--- src/rtl/calib_input_conditioner.sv ---
`timescale 1ns/1ps
// -----------------------------------------------------------------------------
// calib_input_conditioner
//
// Front-end conditioner for the calibration sequencer's two asynchronous opto
// inputs (frame-grabber and phase). For each input it:
//   * synchronises the raw pin into the clock domain,
//   * glitch-filters the synced signal, producing a clean level,
//   * emits a registered one-cycle strobe when the clean level goes 0->1.
// For the phase channel it also measures the number of cycles between
// successive rising strobes and runs a watchdog that flags loss of the
// phase signal.
//
// Ports
//   clock         in   1         system clock
//   reset_n       in   1         asynchronous active-low reset
//   fg_in         in   1         raw frame-grabber opto signal (async)
//   phase_in      in   1         raw phase opto signal (async)
//   fg_level      out  1         filtered frame-grabber level
//   fg_rise       out  1         one-cycle strobe on fg_level 0->1
//   phase_level   out  1         filtered phase level
//   phase_rise    out  1         one-cycle strobe on phase_level 0->1
//   period        out  PERIOD_W  cycles between the last two phase_rise strobes
//   period_valid  out  1         one-cycle strobe: period updated
//   period_sat    out  1         last reported period saturated
//   phase_lost    out  1         no phase rise for TIMEOUT cycles (sticky)
//
// There is no handshake on any port: strobes are single-cycle pulses that the
// consumer must sample every cycle; levels and period are plain registers.
// -----------------------------------------------------------------------------
module calib_input_conditioner #(
    parameter int SYNC_STAGES = 2,
    parameter int FILTER_LEN  = 8,
    parameter int PERIOD_W    = 24,
    parameter int TIMEOUT     = 2_000_000
) (
    input  logic                clock,
    input  logic                reset_n,
    input  logic                fg_in,
    input  logic                phase_in,
    output logic                fg_level,
    output logic                fg_rise,
    output logic                phase_level,
    output logic                phase_rise,
    output logic [PERIOD_W-1:0] period,
    output logic                period_valid,
    output logic                period_sat,
    output logic                phase_lost
);

    // Channel index 0 is the frame-grabber input, index 1 is the phase input.
    localparam int CH_FG    = 0;
    localparam int CH_PHASE = 1;

    localparam int               CNT_W    = (FILTER_LEN > 1) ? $clog2(FILTER_LEN) : 1;
    localparam logic [CNT_W-1:0] CNT_LAST = CNT_W'(FILTER_LEN - 1);

    localparam int                LCNT_W   = $clog2(TIMEOUT + 1);
    localparam logic [LCNT_W-1:0] LCNT_TOP = LCNT_W'(TIMEOUT);
    localparam logic [LCNT_W-1:0] LCNT_PRE = LCNT_W'(TIMEOUT - 1);

    localparam logic [PERIOD_W-1:0] PCNT_MAX = '1;
    localparam logic [PERIOD_W-1:0] PCNT_ONE = PERIOD_W'(1);

    // -------------------------------------------------------------------------
    // Synchroniser + glitch filter + rise strobe, both channels
    // -------------------------------------------------------------------------
    logic [1:0]             raw;
    logic [SYNC_STAGES-1:0] sync_q   [2];
    logic [CNT_W-1:0]       filt_cnt [2];
    logic [1:0]             level_q;
    logic [1:0]             rise_q;
    logic [1:0]             synced;
    logic [1:0]             flip;
    logic                   phase_rise_evt;

    assign raw = {phase_in, fg_in};

    // A level flips on the FILTER_LEN-th consecutive cycle in which the synced
    // input disagrees with it; any agreeing cycle restarts the count.
    always_comb begin
        synced = '0;
        flip   = '0;
        for (int ch = 0; ch < 2; ch++) begin
            synced[ch] = sync_q[ch][SYNC_STAGES-1];
            flip[ch]   = (synced[ch] != level_q[ch]) && (filt_cnt[ch] == CNT_LAST);
        end
    end

    // The phase rise event is the edge at which phase_rise gets registered;
    // the watchdog reacts to it directly so phase_lost drops together with
    // the strobe.
    assign phase_rise_evt = flip[CH_PHASE] & ~level_q[CH_PHASE];

    always_ff @(posedge clock or negedge reset_n) begin
        if (!reset_n) begin
            for (int ch = 0; ch < 2; ch++) begin
                sync_q[ch]   <= '0;
                filt_cnt[ch] <= '0;
            end
            level_q <= '0;
            rise_q  <= '0;
        end else begin
            for (int ch = 0; ch < 2; ch++) begin
                // Plain shift chain: no logic between synchroniser stages.
                sync_q[ch] <= {sync_q[ch][SYNC_STAGES-2:0], raw[ch]};
                rise_q[ch] <= flip[ch] & ~level_q[ch];
                if (synced[ch] == level_q[ch]) begin
                    filt_cnt[ch] <= '0;
                end else if (flip[ch]) begin
                    filt_cnt[ch] <= '0;
                    level_q[ch]  <= ~level_q[ch];
                end else begin
                    filt_cnt[ch] <= filt_cnt[ch] + 1'b1;
                end
            end
        end
    end

    assign fg_level    = level_q[CH_FG];
    assign fg_rise     = rise_q[CH_FG];
    assign phase_level = level_q[CH_PHASE];
    assign phase_rise  = rise_q[CH_PHASE];

    // -------------------------------------------------------------------------
    // Period measurement and loss watchdog
    // -------------------------------------------------------------------------
    logic [PERIOD_W-1:0] pcnt;
    logic [LCNT_W-1:0]   lcnt;
    logic                armed;

    always_ff @(posedge clock or negedge reset_n) begin
        if (!reset_n) begin
            pcnt         <= '0;
            lcnt         <= '0;
            armed        <= 1'b0;
            period       <= '0;
            period_valid <= 1'b0;
            period_sat   <= 1'b0;
            phase_lost   <= 1'b0;
        end else begin
            period_valid <= 1'b0;

            // pcnt is loaded with 1 on the strobe edge, so at the next strobe
            // it holds exactly the number of cycles between the two strobes.
            if (phase_rise) begin
                pcnt  <= PCNT_ONE;
                armed <= 1'b1;
                // A rise with no valid reference (first after reset or after
                // loss) only arms the measurement.
                if (armed && !phase_lost) begin
                    period       <= pcnt;
                    period_sat   <= (pcnt == PCNT_MAX);
                    period_valid <= 1'b1;
                end
            end else if (pcnt != PCNT_MAX) begin
                pcnt <= pcnt + 1'b1;
            end

            // Watchdog: a rise always wins over an expiring count.
            if (phase_rise_evt) begin
                lcnt       <= '0;
                phase_lost <= 1'b0;
            end else if (lcnt != LCNT_TOP) begin
                lcnt <= lcnt + 1'b1;
                if (lcnt == LCNT_PRE) begin
                    phase_lost <= 1'b1;
                    // Losing the signal invalidates the previous reference.
                    armed      <= 1'b0;
                end
            end
        end
    end

endmodule

--- config.mk ---
export PLATFORM = sky130hd
export DESIGN_NAME = calib_input_conditioner
export DESIGN_NICKNAME = d
export VERILOG_FILES = /design/src/rtl/calib_input_conditioner.sv
export SDC_FILE = /design/constraint.sdc
export NUM_CORES = 1
export LEC_CHECK = 0
export ABC_CLOCK_PERIOD_IN_PS = 2680
export CAP_MARGIN = 25
export CORE_ASPECT_RATIO = 0.5
export CORE_MARGIN = 1
export CORE_UTILIZATION = 25
export CTS_CLUSTER_SIZE = 20
export DETAILED_ROUTE_END_ITERATION = 8
export PLACE_DENSITY = 0.45
export SLEW_MARGIN = 20
export SYNTH_ARGS = -nofsm -noshare
export SYNTH_HDL_FRONTEND = slang
export SYNTH_SLANG_ARGS = --single-unit
--- constraint.sdc ---
create_clock -name clock -period 2.68 [get_ports clock]
set_input_delay 0.268 -clock clock [delete_from_list [all_inputs] [get_ports clock]]
set_output_delay 0.268 -clock clock [all_outputs]
set_load 0.05 [all_outputs]
**Run 1: signal metal coverage by tile**

Scale bar: 50 microns. The die is cut into 36 by 18 equal tiles; dark purple is low, yellow is high, scaled to the fullest tile. Values are wire area over tile area, all layers added.
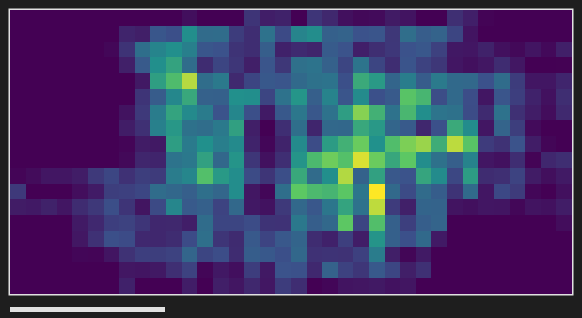
- tiles over half the peak: 9.0%
- emptiest ninth of the die: lower right
- mean over tiles: 0.080
DR vias: 2961
routed length per instance: 13.4 microns

**Run 1: metal 1**

Supply wires on this layer in gray.
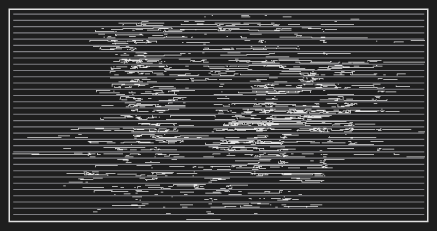
- longest straight run: 30.8 microns
- main direction: horizontal
- share of all routed wire: 51%
- nets with wire on the layer: 420
- wire length on this layer: 4410 microns
fraction of met1 tracks used by global routing: 15.4%
wire length after detailed routing: 8720 microns

**Run 1: clock wiring as the flow saved it**

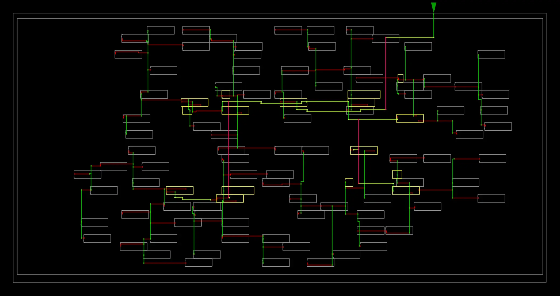
final-layout clock buffer total: 9
TritonCTS buffer count: 9
clock skew after layout: 0.00722 ns

==> Implementation_results.wiki, run 1 <==
== Metrics ==
{| class="wikitable"
! Metric !! Value
|-
| Result of the run || complete, no violations
|-
| Number of sinks on the clock net || between 80 and 90
|-
| Worst reg2reg path startpoint || pcnt[0]
|-
| Share of layout cells above drive strength 1 || approximately a tenth
|-
| Maximum count of clock buffers along a single path || 2
|-
| Number of placed instances with taps included || between 600 and 700
|-
| Input/output buffers || 34
|-
| Cell at the root of the clock tree || sky130_fd_sc_hd__clkbuf_16
|-
| Slowest stage delay, CP || 0.43 ns
|-
| Pin count of the biggest net entering global routing || roughly 45
|-
| Biggest area consumer among synthesized cells || sky130_fd_sc_hd__dfrtp_1
|-
| Clock-pin transition on the worst setup and hold timing paths || roughly 0.070 ns
|-
| Share of the core filled with cells || between 30% and 40%
|-
| Total number of yosys warnings || 0
|-
| Overflow after GRT || 0
|-
| Destination of the worst register-to-register timing path || pcnt[9]
|-
| Global-route wire length before repair || ~15000 microns
|-
| Hold Path Depth || 0
|-
| Smallest setup slack after layout || about 0.6 ns
|-
| Ordered list of cells on the worst path || ha_1 > and4_1 > nand4_1 > buf_4 > o211ai_1 > xor2_1 > nor2_1
|-
| Total length of routed met3 wires || around 200 microns
|-
| Signal arrival time at the worst endpoint || between 2 and 2.5 ns
|-
| Post-synthesis sequential area ratio || a little over half
|-
| Synthesized-area fraction occupied by adder cells || 2.19%
|-
| WP depth || 7
|-
| Minimum setup slack after placement || about 0.63 ns
|-
| Antenna Diode Count || 0
|-
| Post-synthesis chip area from yosys || about 4000 sq um
|-
| Simple-gate share of the synthesized area || 26.1%
|-
| Final setup violation count || 0
|-
| Post-layout instance area || a little under 5000 sq um
|-
| Yosys aoi share || between 6 and 7%
|-
| Areal power density over the cells || between 700 and 800 nW/um^2
|-
| Top logic cell by instance count in the layout || sky130_fd_sc_hd__dfrtp_1
|-
| Total internal power || between 2 and 3 mW
|-
| Met2 Routed Length || between 4000 and 5000 microns
|-
| Drt initial violations || approximately 150
|-
| Number of global-route vias before repair || slightly above 3k
|-
| Number of warnings in the stage logs || 27
|-
| Worst Hold Slack || approximately 0.35 ns
|-
| Netlist area before placement || roughly 4000 sq um
|-
| Number of buffers added for setup after CTS || 0
|-
| Die Wd || roughly 180 microns
|-
| Synth mux share || less than 1%
|-
| Non-filler cells in the finished layout || approximately 650
|-
| CP Max Fanout || 8
|-
| Number of max-slew violations in the final report || 0
|-
| Final hold vios || 0
|}
## run 1: power groups by stage
stage / Combinational (mW) / Sequential [mW] / Clock (mW)
after floorplan: 0.448 / 1.67 / 0
after global placement: 0.570 / 1.71 / 0
after detailed placement: 0.577 / 1.71 / 0
after CTS: 0.585 / 1.69 / 1.40
after global routing: 0.659 / 1.73 / 1.46
final: 0.573 / 1.69 / 1.36
## run 1: state kept, by name, indices dropped and copies added (netlist names)
name,count
period,24
lcnt,21
phase_lost,1
sync_q,4
armed,1
period_sat,1
filt_cnt,6
period_valid,1
pcnt,24
level_q,2
rise_q,2
## run 1: cell usage after synthesis (3+ instances only)
| cell type | instances |
|---|---|
| sky130_fd_sc_hd__nand4_1 | 12 |
| sky130_fd_sc_hd__a21oi_1 | 12 |
| sky130_fd_sc_hd__o21ai_2 | 6 |
| sky130_fd_sc_hd__nor3_1 | 9 |
| sky130_fd_sc_hd__inv_1 | 9 |
| sky130_fd_sc_hd__nand3b_1 | 3 |
| sky130_fd_sc_hd__nand2_1 | 82 |
| sky130_fd_sc_hd__o31ai_1 | 4 |
| sky130_fd_sc_hd__and4_1 | 4 |
| sky130_fd_sc_hd__and3_1 | 3 |
| sky130_fd_sc_hd__clkbuf_1 | 11 |
| sky130_fd_sc_hd__and2_1 | 4 |
| sky130_fd_sc_hd__buf_2 | 4 |
| sky130_fd_sc_hd__nor2_1 | 41 |
| sky130_fd_sc_hd__o21ai_0 | 12 |
| sky130_fd_sc_hd__ha_1 | 7 |
| sky130_fd_sc_hd__dfrtp_1 | 87 |
| sky130_fd_sc_hd__xnor2_1 | 6 |
| sky130_fd_sc_hd__xor2_1 | 25 |
| sky130_fd_sc_hd__or3_1 | 8 |
| sky130_fd_sc_hd__nand3_1 | 19 |
| sky130_fd_sc_hd__nor4_1 | 5 |
## run 1: layout make-up
class	count	area [sq um]	share of cell area, %
clock inverters	7	97.6	1.98
well taps	204	255	5.19
multi-input cells	293	1720	34.9
inverters	9	33.8	0.687
flip-flops and latches	87	2180	44.3
clock buffers	9	225	4.58
repair buffers	42	413	8.39
## run 1: metal layers
metal	track usage, %	vias up
li1	-	1459
met1	15.4	1464
met2	18.3	29
met3	2.69	9
met4	2.75	0
met5	0	-
## run 1: worst reg2reg max path, delay by kind of cell, from the launching register on
kind            cells  cell delay, ns
xor+xnor            1            0.16
flops               1            0.43
buf+inv             1            0.32
compound gates      1            0.22
simple gates        3            0.57
fa+ha+maj           1            0.26
## run 1: what timing repair did
action	4_1_cts	5_1_grt
hold endpoints to repair	42	0
hold buffers	1	0
resized	0	0
## run 1: worst max path at each step
stage          slack, ns      end     start
6_report            0.60  pcnt[9]   pcnt[0]
3_5_place_dp        0.63  pcnt[9]   pcnt[0]
3_3_place_gp        0.67  pcnt[0]  pcnt[12]
2_1_floorplan       0.78  lcnt[2]  lcnt[14]
5_1_grt             0.45  pcnt[9]   pcnt[1]
4_1_cts             0.61  pcnt[9]   pcnt[0]
## run 1: kinds of logic after synthesis
group | Yosys count
buffers and inverters | 26
multiplexers | 3
AND/OR/NAND/NOR | 210
XOR/XNOR | 31
adder cells (fa/ha/maj) | 7
flip-flops | 87
AND-OR/OR-AND | 42
## Run 2: what changed since run 1
--- a/config.mk
+++ b/config.mk
@@ -5,7 +5,7 @@
 export SDC_FILE = /design/constraint.sdc
 export NUM_CORES = 1
 export LEC_CHECK = 0
-export ABC_CLOCK_PERIOD_IN_PS = 2680
+export ABC_CLOCK_PERIOD_IN_PS = 2200
 export CAP_MARGIN = 25
 export CORE_ASPECT_RATIO = 0.5
 export CORE_MARGIN = 1
==> constraint.sdc (replaced) <==
create_clock -name clock -period 2.2 [get_ports clock]
set_input_delay 0.22 -clock clock [delete_from_list [all_inputs] [get_ports clock]]
set_output_delay 0.22 -clock clock [all_outputs]
set_load 0.05 [all_outputs]
**Run 2: clock wiring as the flow saved it**

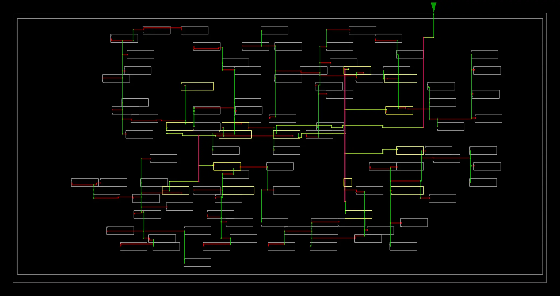
clock skew after layout: 0.00740 ns
number of sinks on the clock net: 87
Clk. pwr: 1.95 mW
sequential cells: 87
clk_lat worst skew: 0.34 ns

**Run 2: met4 routing**

Scale bar: 50 microns. Supply wires on this layer in gray. Cells faint in the background.
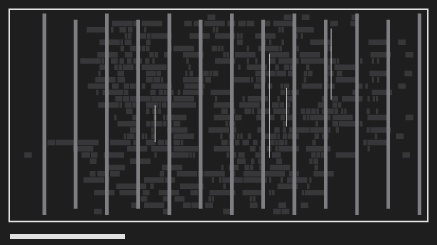
- main direction: vertical
- longest straight run: 44.9 microns

==> run 2 against run 1 <==
  * First-iteration DRC count rose by 12%
  * Critical path depth did not move
  * Core utilization rose by 0.81 points
  * Total power rose by 32%
  * Register-to-register slack got worse by 0.40 ns
  * Via count fell by 1.0%
  * Combinational power rose by 41%
  * Clock skew barely moved
  * Worst setup slack got worse by 0.40 ns
==> Implementation_results.wiki, run 2 <==
== Metrics ==
{| class="wikitable"
! Metric !! Value
|-
| Maximum count of clock buffers along a single path || 2 (unchanged)
|-
| Drt initial violations || 170 (+12%)
|-
| Cell with the most instances after synthesis || sky130_fd_sc_hd__dfrtp_1
|-
| Global placement routability congestion || 0.796
|-
| Die Wd || 181 microns (unchanged)
|-
| Number of global-route vias before repair || 3035 (+0.50%)
|-
| Share of the core filled with cells || 32.5% (+0.81 points)
|-
| Result of the run || complete, no violations
|-
| Areal power density over the cells || 947 nW/um^2 (+29%)
|-
| Hold Path Depth || 1 (+1)
|-
| Worst slew margin relative to its limit || between 40% and 50%
|-
| Global-route met2 utilization || 18.4% (+0.097 points)
|-
| TritonCTS buffer count || 9 (unchanged)
|-
| Mean post-synth cell area || just under 10 sq um
|-
| Post-synthesis chip area from yosys || 4010 sq um (unchanged)
|-
| Register bit total from synthesis || 87
|-
| Share of layout cells above drive strength 1 || 11.4% (+1.8 points)
|-
| Clock network fraction of design power || between 40% and 50%
|-
| Most utilized layer in the global route result || met2
|-
| Worst reg2reg path startpoint || pcnt[0]
|-
| Ys flop type || sky130_fd_sc_hd__dfrtp_1
|-
| Top flop regs || pcnt (24), period (24), lcnt (21)
|-
| Count of filler cells inserted in the layout || 1591
|-
| Total number of yosys warnings || 0 (unchanged)
|-
| Antenna Diode Count || 0 (unchanged)
|-
| CP Max Fanout || 10 (+2)
|-
| Signal arrival time at the worst endpoint || 2.26 ns (-0.04 ns)
|-
| Top cells by area || sky130_fd_sc_hd__dfrtp_1, sky130_fd_sc_hd__nand2_1, sky130_fd_sc_hd__xor2_1
|-
| Ordered list of cells on the worst path || ha_1 > and4_1 > nand4_1 > buf_4 > nor2_4 > or3_1 > a21oi_1
|-
| Final hold vios || 0 (unchanged)
|-
| Number of max-slew violations in the final report || 0 (unchanged)
|-
| Slowest stage delay, CP || 0.43 ns (about the same)
|-
| Pin count of the biggest net entering global routing || 35 (-22%)
|-
| Most common library cells after synthesis || sky130_fd_sc_hd__dfrtp_1, sky130_fd_sc_hd__nand2_1, sky130_fd_sc_hd__nor2_1, sky130_fd_sc_hd__xor2_1, sky130_fd_sc_hd__nand3_1
|-
| Combinational fraction of design power || between 15 and 20%
|-
| GR Layer Usage met3 || 2.93% (+0.24 points)
|-
| Number of warnings in the stage logs || 27 (unchanged)
|-
| Flop2flop setup slack || 0.20 ns
|-
| Routed length per instance || 12.7 microns (-4.9%)
|-
| LEAKAGE || 2.25 nW
|-
| Post-synthesis sequential area ratio || 54.3% (unchanged)
|-
| Slew at the pin closest to its max-slew limit || 0.870 ns
|-
| Number of enable-type register cells in the synthesized netlist || 0
|-
| Netlist area before placement || 4010 sq um (unchanged)
|-
| Clock-pin transition on the worst setup and hold timing paths || 0.07 ns (about the same)
|-
| Biggest area consumer among synthesized cells || sky130_fd_sc_hd__dfrtp_1
|-
| Final setup violation count || 0 (unchanged)
|-
| Overflow after GRT || 0 (unchanged)
|-
| Number of primary I/O pins || 35
|-
| Total internal power || 3.50 mW (+37%)
|-
| Top logic cell by instance count in the layout || sky130_fd_sc_hd__dfrtp_1
|-
| Destination of the worst register-to-register timing path || pcnt[17]
|-
| NumNets Final || approximately 460
|-
| Die Y-Extent || between 90 and 100 microns
|-
| Global-route wire length before repair || 14900 microns (-2.5%)
|-
| Cell at the root of the clock tree || sky130_fd_sc_hd__clkbuf_16
|-
| Worst Min Path Start || phase_in
|-
| Input/output buffers || 34 (unchanged)
|-
| CP startpoint || pcnt[0]
|}
**Run 2: metal 1**

Supply wires on this layer in gray.
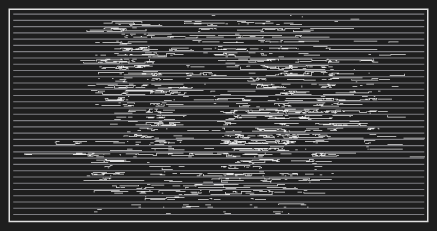
- nets with wire on the layer: 424
- longest straight run: 26.7 microns
- wire length on this layer: 4200 microns
- main direction: horizontal
DR vias: 2931
fraction of met1 tracks used by global routing: 14.5%
wire length after detailed routing: 8390 microns

==> run 2: layout make-up <==
| cell class | count | area (sq um) | area share [%] |
|---|---|---|---|
| Clock buffer | 9 | 225 | 4.47 |
| Clock inverter | 6 | 158 | 3.13 |
| Inverter | 9 | 33.8 | 0.670 |
| Multi-Input combinational cell | 293 | 1720 | 34.0 |
| Sequential cell | 87 | 2180 | 43.2 |
| Tap cell | 204 | 255 | 5.06 |
| Timing Repair Buffer | 51 | 478 | 9.48 |
==> run 2: how the worst max path moves through the flow <==
| stage | endpoint | slack (ns) | cells past startpoint |
|---|---|---|---|
| floorplan | lcnt[2] | 0.30 | 5 |
| global placement | lcnt[2] | 0.21 | 5 |
| detailed placement | pcnt[17] | 0.22 | 7 |
| CTS | pcnt[17] | 0.20 | 7 |
| global route | pcnt[0] | 0.006 | 7 |
| finish | pcnt[17] | 0.20 | 7 |
==> run 2: power groups by stage <==
stage                     Clock, mW  Sequential [mW]  Combinational (mW)
after floorplan                   0             2.03               0.546
after global placement            0             2.05               0.813
final                          1.95             2.02               0.810
after global routing           2.06             2.06               0.927
after CTS                      2.00             2.02               0.824
after detailed placement          0             2.04               0.818
==> run 2: worst reg2reg max path, cell delays in order (launching register included) <==
cell                      delay (ns)
sky130_fd_sc_hd__dfrtp_1        0.43
sky130_fd_sc_hd__ha_1           0.27
sky130_fd_sc_hd__and4_1         0.17
sky130_fd_sc_hd__nand4_1        0.21
sky130_fd_sc_hd__buf_4          0.26
sky130_fd_sc_hd__nor2_4         0.09
sky130_fd_sc_hd__or3_1          0.35
sky130_fd_sc_hd__a21oi_1        0.15
==> run 2: repair_timing <==
action	in CTS	in global routing
buffers inserted	0	0
endpoints found under the hold margin	31	0
setup endpoints to repair	0	0
gates resized	0	0
hold buffers	1	0
==> run 2: cell families (layout without fill, tap and decap cells) <==
family,count (synthesis),after routing,synth area share [%]
muxes,3,3,0.812
xor gates and xnor gates,31,31,6.77
and+or+nand+nor,210,210,26.1
buffers and inverters,26,75,2.84
AOI/OAI and AO/OA,42,42,6.93
adders and majority gates,7,7,2.19
DFF,87,87,54.3
==> run 2: metal layers <==
| metal | part of all wire [%] | routed length [microns] |
|---|---|---|
| met5 | 0 | 0 |
| met1 | 50 | 4200 |
| met3 | 2.6 | 216 |
| met4 | 1.3 | 107 |
| met2 | 46 | 3870 |
==> run 2: through the flow <==
stage | hold WS (ns) | total power [mW] | instances | setup WS (ns) | area [sq um]
finish | 0.314 | 4.77 | 659 | 0.196 | 5040
global placement | 0.210 | 2.86 | 643 | 0.209 | 4650
detailed placement | 0.211 | 2.86 | 643 | 0.220 | 4650
floorplan | -0.0756 | 2.58 | 406 | 0.303 | 4010
CTS | 0.303 | 4.84 | 659 | 0.199 | 5040
global route | 0.311 | 5.05 | 659 | 0.00611 | 5040
## Run 3: what changed since run 2
--- a/config.mk
+++ b/config.mk
@@ -9,10 +9,10 @@
 export CAP_MARGIN = 25
 export CORE_ASPECT_RATIO = 0.5
 export CORE_MARGIN = 1
-export CORE_UTILIZATION = 25
+export CORE_UTILIZATION = 50
 export CTS_CLUSTER_SIZE = 20
 export DETAILED_ROUTE_END_ITERATION = 8
-export PLACE_DENSITY = 0.45
+export PLACE_DENSITY = 0.75
 export SLEW_MARGIN = 20
 export SYNTH_ARGS = -nofsm -noshare
 export SYNTH_HDL_FRONTEND = slang
**Run 3: clock wiring as the flow saved it**

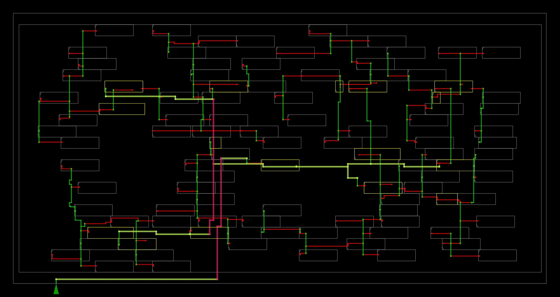
Clk. pwr: 1.73 mW
clock skew after layout: 0.00498 ns
final-layout clock buffer total: 10

**Run 3: the metal 3 layer**

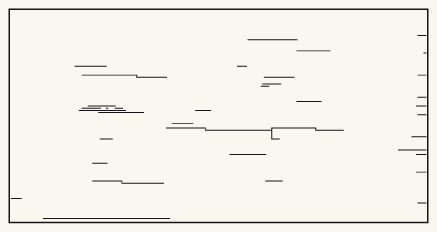
- nets with wire on the layer: 29
- longest straight run: 38.9 microns
- wire length on this layer: 329 microns
- share of all routed wire: 4.3%
- main direction: horizontal

==> run 3 against run 2 <==
  * Core utilization rose by 32 points
  * Via count hardly changed
  * Cell count decreased by 15%
  * Critical path type unchanged
  * Non-clock buffer count shrank 6
  * Die size is 49% lower
  * Clock-buffer cell count is 1 higher
  * Global-route usage grew 9.5 points
  * Critical path depth shrank 2
  * Register-to-register slack worse by 0.06 ns
  * Combinational power shrank 5.8%
  * Sequential power about the same
==> Implementation_results.wiki, run 3 <==
== Metrics ==
{| class="wikitable"
! Metric !! Value
|-
| Min-delay worst type || in2reg
|-
| Result of the run || complete, no violations
|-
| Share of layout cells above drive strength 1 || 10.4% (-0.98 points)
|-
| Cell at the root of the clock tree || sky130_fd_sc_hd__clkbuf_16
|-
| Wire length after detailed routing || 7580 microns (-9.7%)
|-
| Largest family of logic cells by area || simple AND/OR/NAND/NOR gates
|-
| Final hold vios || 0 (unchanged)
|-
| Pin count of the biggest net entering global routing || 53 (+51%)
|-
| Number of sinks on the clock net || 87 (unchanged)
|-
| Total number of yosys warnings || 0 (unchanged)
|-
| Post-synthesis chip area from yosys || 4010 sq um (unchanged)
|-
| Post-synthesis sequential area ratio || 54.3% (unchanged)
|-
| Yosys xor share || 6.77% (unchanged)
|-
| Number of warnings in the stage logs || 27 (unchanged)
|-
| Areal power density over the cells || 931 nW/um^2 (-1.6%)
|-
| Area occupied by multi-input gates || 1720 sq um (unchanged)
|-
| Fraction of registers with async set/reset || 100%
|-
| Global-route wire length before repair || 13400 microns (-10%)
|-
| CP Max Fanout || 6 (-4)
|-
| DR vias || 2933 (+0.068%)
|-
| GRT Total Usage || 20.8%
|-
| Most common library cells after synthesis || sky130_fd_sc_hd__dfrtp_1, sky130_fd_sc_hd__nand2_1, sky130_fd_sc_hd__nor2_1, sky130_fd_sc_hd__xor2_1, sky130_fd_sc_hd__nand3_1
|-
| Register bit total from synthesis || 87 (unchanged)
|-
| Overflow after GRT || 0 (unchanged)
|-
| Synthesized-area fraction occupied by adder cells || 2.19% (unchanged)
|-
| Count of filler cells inserted in the layout || 618 (-61%)
|-
| Final setup violation count || 0 (unchanged)
|-
| Slowest stage delay, CP || 0.55 ns (+0.12 ns)
|-
| Antenna Diode Count || 0 (unchanged)
|-
| Yosys aoi share || 6.93% (unchanged)
|-
| Ys flop type || sky130_fd_sc_hd__dfrtp_1
|-
| Worst slew margin relative to its limit || 44.3% (+2.3 points)
|-
| NumNets Final || 456 (-1.3%)
|-
| Signal arrival time at the worst endpoint || 2.24 ns (-0.02 ns)
|-
| Synth mux share || 0.812% (unchanged)
|-
| Mean post-synth cell area || 9.87 sq um (unchanged)
|-
| Hold Path Depth || 1 (unchanged)
|-
| Drt initial violations || 216 (+27%)
|-
| Clock-pin transition on the worst setup and hold timing paths || 0.06 ns (about the same)
|-
| Top logic cell by instance count in the layout || sky130_fd_sc_hd__dfrtp_1
|-
| Die Wd || 129 microns (-29%)
|-
| WP depth || 5 (-2)
|-
| Number of global-route vias before repair || 2834 (-6.6%)
|-
| Top cells by area || sky130_fd_sc_hd__dfrtp_1, sky130_fd_sc_hd__nand2_1, sky130_fd_sc_hd__xor2_1
|-
| Top flop regs || pcnt (24), period (24), lcnt (21)
|-
| Input/output buffers || 34 (unchanged)
|-
| Netlist area before placement || 4010 sq um (unchanged)
|-
| LEAKAGE || 2.20 nW (-2.0%)
|-
| Biggest area consumer among synthesized cells || sky130_fd_sc_hd__dfrtp_1
|-
| Pwr Total || 4.51 mW (-5.5%)
|-
| Number of max-slew violations in the final report || 0 (unchanged)
|-
| Number of enable-type register cells in the synthesized netlist || 0 (unchanged)
|-
| Area taken by flip-flops and latches || 2180 sq um (unchanged)
|-
| Global placement routability congestion || 0.822 (+3.3%)
|-
| Number of buffers added for setup after CTS || 0 (unchanged)
|-
| Slew at the pin closest to its max-slew limit || 0.836 ns (-0.0349 ns)
|-
| Die Y-Extent || 65.3 microns (-29%)
|}
**Run 3: the metal 2 layer**

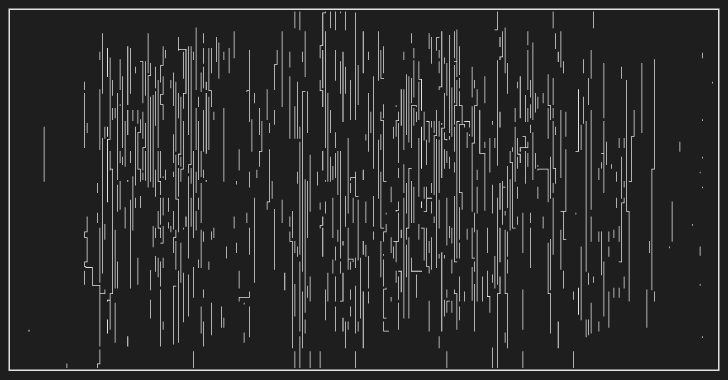
- wire length on this layer: 3450 microns
- main direction: vertical

[run 3: layer usage]
| metal | vias up | routed length (microns) | track usage (%) |
|---|---|---|---|
| met2 | 61 | 3450 | 32.6 |
| li1 | 1466 | - | - |
| met1 | 1399 | 3720 | 27.9 |
| met4 | 0 | 80 | 6.32 |
| met5 | - | 0 | 0 |
| met3 | 7 | 329 | 6.27 |
[run 3: power breakdown]
part           internal [mW]  switching, mW
combinational          0.330          0.433
sequential              1.81          0.212
clock                   1.14          0.595
[run 3: through the flow]
step | setup WS (ns) | cell area [sq um] | hold slack [ns] | instances | util [%]
5_1_grt | 0.0425 | 4840 | 0.330 | 558 | 64.2
3_3_place_gp | 0.241 | 4490 | 0.291 | 541 | 59.5
4_1_cts | 0.146 | 4840 | 0.310 | 558 | 64.2
3_5_place_dp | 0.163 | 4490 | 0.293 | 541 | 59.5
6_report | 0.138 | 4840 | 0.321 | 558 | 64.2
2_1_floorplan | 0.303 | 4010 | -0.0756 | 406 | -
[run 3: worst reg2reg max path, cell delays in order (launching register included)]
cell and delay, ns:
sky130_fd_sc_hd__dfrtp_1 0.43, sky130_fd_sc_hd__or4b_1 0.54, sky130_fd_sc_hd__or4_4 0.55, sky130_fd_sc_hd__o21ai_2 0.15, sky130_fd_sc_hd__xor2_1 0.17, sky130_fd_sc_hd__nor2_1 0.06
[run 3: cell families (layout without fill, tap and decap cells)]
family	count (synthesis)	after routing
AND-OR/OR-AND	42	42
XOR/XNOR	31	31
adder cells (fa/ha/maj)	7	7
buffers and inverters	26	70
flip-flops	87	87
multiplexers	3	3
AND/OR/NAND/NOR	210	210
[run 3: area by class of cell]
class / instances / share of cell area (%)
clock buffers: 10 / 4.94
inverters: 9 / 0.698
well taps: 108 / 2.79
multi-input cells: 293 / 35.5
clock inverters: 6 / 2.22
flip-flops and latches: 87 / 45.0
repair buffers: 45 / 8.94
[run 3: path summary, 6_finish.rpt]
check | slack [ns] | to | startpoint
setup reg to reg | 0.14 | lcnt[2] | lcnt[14]
max in group asynchronous | 1.12 | period[11] | reset_n
hold / removal | 0.32 | sync_q[2] | fg_in
setup / recovery | 0.14 | lcnt[2] | lcnt[14]
min in group asynchronous | 0.46 | lcnt[9] | reset_n
hold reg to reg | 0.35 | sync_q[1] | sync_q[0]
[run 3: repair_timing]
| action | in CTS | in global routing |
|---|---|---|
| resized | 0 | 0 |
| hold buffers | 1 | 0 |
| hold endpoints to repair | 51 | 0 |
| endpoints found under the setup margin | 0 | 0 |
Power and IR drop assume default switching activity.
